**src/rtl/instr_pkg.sv**
```systemverilog
// Shared defaults and helpers for the instruction queue.
// Word layout: opcode occupies the upper bits and the address field the lower bits.
package instr_pkg;

    localparam int DEFAULT_WORD_SIZE    = 10;
    localparam int DEFAULT_ADDRESS_SIZE = 8;
    localparam int OPCODE_SIZE          = DEFAULT_WORD_SIZE - DEFAULT_ADDRESS_SIZE;
    localparam int DEFAULT_DEPTH        = 4;

    // Smallest r with (1 << r) >= value.
    function automatic int clog2(input int value);
        int r;
        r = 0;
        for (int i = 0; i < 31; i++) begin
            if ((1 << i) < value) begin
                r = i + 1;
            end
        end
        return r;
    endfunction

endpackage

```
**src/rtl/instr_queue_mem.sv**
```systemverilog
// Queue storage: one synchronous write port and one asynchronous read port.
// The array is deliberately not reset; validity is tracked by the pointers.
module instr_queue_mem #(
    parameter int WORD_SIZE = 10,
    parameter int DEPTH     = 4,
    parameter int PTR_W     = 2
) (
    input  logic                 clk,
    input  logic                 we,
    input  logic [PTR_W-1:0]     waddr,
    input  logic [WORD_SIZE-1:0] wdata,
    input  logic [PTR_W-1:0]     raddr,
    output logic [WORD_SIZE-1:0] rdata
);

    logic [WORD_SIZE-1:0] mem [DEPTH];

    always_ff @(posedge clk) begin
        if (we) begin
            mem[waddr] <= wdata;
        end
    end

    assign rdata = mem[raddr];

endmodule

```
**src/rtl/instr_queue_reg.sv**
```systemverilog
// Instruction queue between fetch and decode: circular buffer with flush.
// The head word is split into opcode/address slices and reads as zero when empty.
module instr_queue_reg
    import instr_pkg::*;
#(
    parameter int WORD_SIZE    = DEFAULT_WORD_SIZE,
    parameter int ADDRESS_SIZE = DEFAULT_ADDRESS_SIZE,
    parameter int DEPTH        = DEFAULT_DEPTH
) (
    input  logic                              clk,
    input  logic                              rst,
    input  logic [WORD_SIZE-1:0]              data_in,
    input  logic                              in_valid,
    output logic                              in_ready,
    input  logic                              flush,
    input  logic                              out_ready,
    output logic                              out_valid,
    output logic [WORD_SIZE-1:0]              data_out,
    output logic [ADDRESS_SIZE-1:0]           address,
    output logic [WORD_SIZE-ADDRESS_SIZE-1:0] opcode,
    output logic [clog2(DEPTH+1)-1:0]         count
);

    localparam int PTR_W = clog2(DEPTH);
    localparam int CNT_W = clog2(DEPTH + 1);

    localparam logic [PTR_W-1:0] PTR_ONE    = PTR_W'(1);
    localparam logic [CNT_W-1:0] CNT_ONE    = CNT_W'(1);
    localparam logic [CNT_W-1:0] FULL_COUNT = CNT_W'(DEPTH);

    logic [PTR_W-1:0]     rd_ptr_reg, rd_ptr_next;
    logic [PTR_W-1:0]     wr_ptr_reg, wr_ptr_next;
    logic [CNT_W-1:0]     count_reg, count_next;
    logic                 ready_en_reg;
    logic                 push;
    logic                 pop;
    logic [WORD_SIZE-1:0] rd_data;

    // ready_en_reg keeps in_ready low through reset and until the first edge after it.
    assign in_ready  = ready_en_reg && (count_reg != FULL_COUNT);
    assign out_valid = (count_reg != '0);

    assign push = in_valid && in_ready && !flush;
    assign pop  = out_valid && out_ready && !flush;

    always_comb begin
        rd_ptr_next = rd_ptr_reg;
        wr_ptr_next = wr_ptr_reg;
        count_next  = count_reg;
        if (flush) begin
            rd_ptr_next = '0;
            wr_ptr_next = '0;
            count_next  = '0;
        end else begin
            if (push) begin
                wr_ptr_next = wr_ptr_reg + PTR_ONE;
            end
            if (pop) begin
                rd_ptr_next = rd_ptr_reg + PTR_ONE;
            end
            if (push && !pop) begin
                count_next = count_reg + CNT_ONE;
            end else if (pop && !push) begin
                count_next = count_reg - CNT_ONE;
            end
        end
    end

    always_ff @(posedge clk or posedge rst) begin
        if (rst) begin
            rd_ptr_reg   <= '0;
            wr_ptr_reg   <= '0;
            count_reg    <= '0;
            ready_en_reg <= 1'b0;
        end else begin
            rd_ptr_reg   <= rd_ptr_next;
            wr_ptr_reg   <= wr_ptr_next;
            count_reg    <= count_next;
            ready_en_reg <= 1'b1;
        end
    end

    instr_queue_mem #(
        .WORD_SIZE(WORD_SIZE),
        .DEPTH    (DEPTH),
        .PTR_W    (PTR_W)
    ) u_mem (
        .clk  (clk),
        .we   (push),
        .waddr(wr_ptr_reg),
        .wdata(data_in),
        .raddr(rd_ptr_reg),
        .rdata(rd_data)
    );

    generate
        for (genvar gi = 0; gi < WORD_SIZE; gi++) begin : g_out_mask
            assign data_out[gi] = out_valid & rd_data[gi];
        end
    endgenerate

    assign address = data_out[ADDRESS_SIZE-1:0];
    assign opcode  = data_out[WORD_SIZE-1:ADDRESS_SIZE];
    assign count   = count_reg;

endmodule

```
**config.mk**
```make
export PLATFORM = sky130hd
export DESIGN_NAME = instr_queue_reg
export DESIGN_NICKNAME = d
export VERILOG_FILES = /design/src/rtl/instr_pkg.sv /design/src/rtl/instr_queue_mem.sv /design/src/rtl/instr_queue_reg.sv
export SDC_FILE = /design/constraint.sdc
export NUM_CORES = 1
export LEC_CHECK = 0
export CORE_AREA = 2 2 68 70
export DETAILED_ROUTE_END_ITERATION = 10
export DIE_AREA = 0 0 70 72
export PLACE_DENSITY = 0.76
export SLEW_MARGIN = 20
export SYNTH_ARGS = -nofsm -noshare
export SYNTH_HDL_FRONTEND = slang
export SYNTH_SLANG_ARGS = --single-unit
```
**constraint.sdc**
```tcl
create_clock -name clk -period 2.7 [get_ports clk]
set_input_delay 0.405 -clock clk [delete_from_list [all_inputs] [get_ports clk]]
set_output_delay 0.405 -clock clk [all_outputs]
set_load 0.05 [all_outputs]
```
Cell placement:
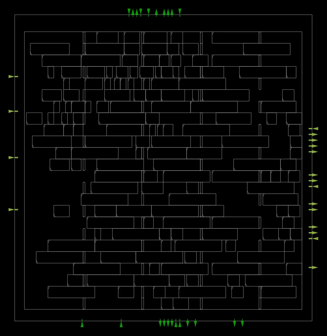
Floorplan Core Area: 4260 sq um
row count: 24
Fill cells: 351
Seq/total area: 0.551

Routed clock nets over the placement:
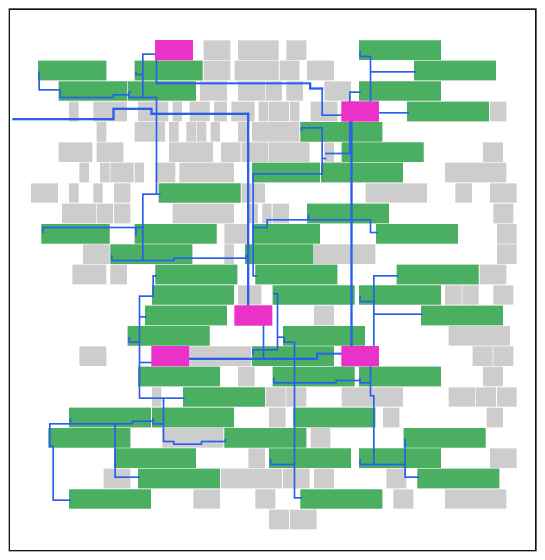
[blue] clock wires | length: 538 um
[magenta] clock-net drivers | count: 5
[green] flip-flops | count: 48
routed clock nets: 6
Post-Route Skew: 5.46 ps
clk ins delay skew pair: 300 ps

Wire density map:
The bar under the picture is 20 um long. 14 x 14 tiles, from dark purple (low) to yellow (high), scaled to the fullest tile. Values are wire area over tile area, all layers added.
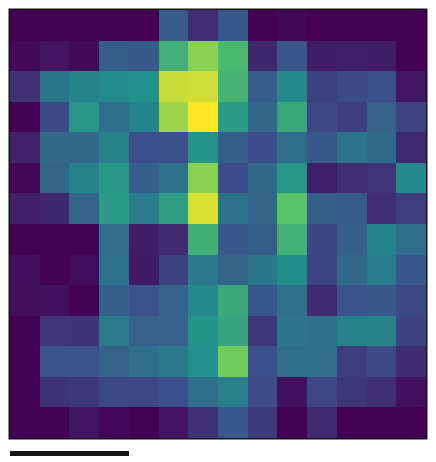
emptiest ninth of the die: south-west
nearly empty tiles: 15%
mean over tiles: 0.12
fullest tile: 0.42
densest ninth of the die: north
tiles over half the peak: 13%

Sizing map:
The bar under the picture is 20 um long.
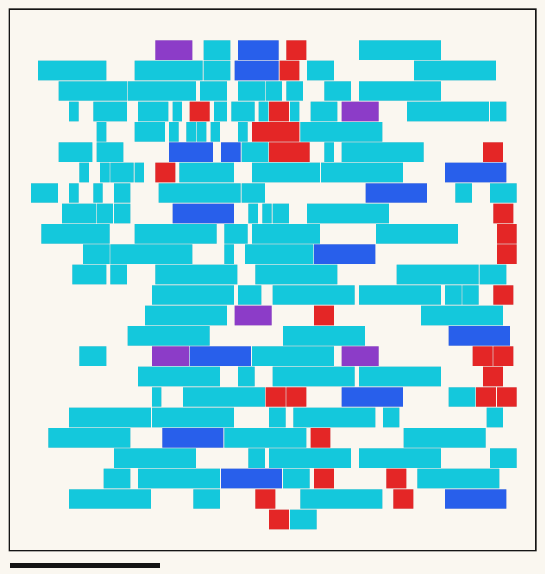
[blue] x2 | cells: 14 | share: 8.6%
[purple] x6 and larger | cells: 5 | share: 3.1%
[cyan] x1 and smaller | cells: 117 | share: 72%
[red] x3 and x4 | cells: 26 | share: 16%
final worst setup slack: 173 ps
P&R area growth vs syn: 19.8%
Final Cell Area: 2540 sq um
Signal buffers: 42

-- routing by layer --
layer / up-vias / GRT usage
met3: 4 / 0.0514
met2: 27 / 0.289
met5: - / 0
met4: 0 / 0.0705
met1: 570 / 0.182
li1: 516 / -
-- per-stage QoR --
stage | instance area [sq um] | setup slack (ps)
after floorplan | 2130 | 176
after global placement | 2460 | 378
after CTS | 2540 | 148
final | 2540 | 173
after global routing | 2540 | 110
after detailed placement | 2460 | 320
-- worst max-delay path: stages (launching register included) --
cell             delay (ps)
dfrtp_1                 430
or3_2                   640
clkdlybuf4s50_1         750
==> out/metrics.cfg <==
[outcome]
status = complete, no violations

[final_layout]
seq_area_sq_um = 1400
dominant_cells = flip-flops and latches
final-clk-cell-share = 0.0329
sh_comb_area = 0.241
comb_area_sq_um = 613
instances_no_fill = 214
drive_above_1_share = 0.278

[clock_tree]
cts-root-buf = clkbuf_8
htree_num_levels = 2
clk_path_buf_depth = 2
cts_hold_buf = 0
postCtsSetupRepairBufs = 0

[drt]
routedWlPerCell_um = 17.4
via_per_inst = 5.22
drtIter0Drc = 64
met2WireLength_um = 2050

[synthesis]
ys_sh_mux = 0.128
yosys_cells = 126
synth-adder-area-share = 0.0330
top_area_cell = edfxtp_1
synth_area_sq_um = 2120
yosys_warnings = 0
area_leaders = edfxtp_1 (57%), mux4_2 (11%), dfrtp_1 (9.4%)
top_cell_area_share = 0.565
syn_inst = 126
fp_nets = 146
synthAoiAreaFrac = 0.0118

[grt]
first_global_vias = 1238
antenna_found_initial = 0
track_usage = 0.163
grt_start_max_net_pins = 15

[place]
port_buffers = 39

[worst_setup_path]
r2r_slack_ps = 290
crit_start = count[0]
reg2reg_to = count[2]
r2r_cells = 7
crit_path_end = out_valid

[timing]
fin_crit_ps = 2530
rsz0062_at_grt = false
setup_violations = 0
maxSlewHeadroom = 0.620

[die]
nWellTaps = 52

[worst_hold_path]
hold_class = in -> async

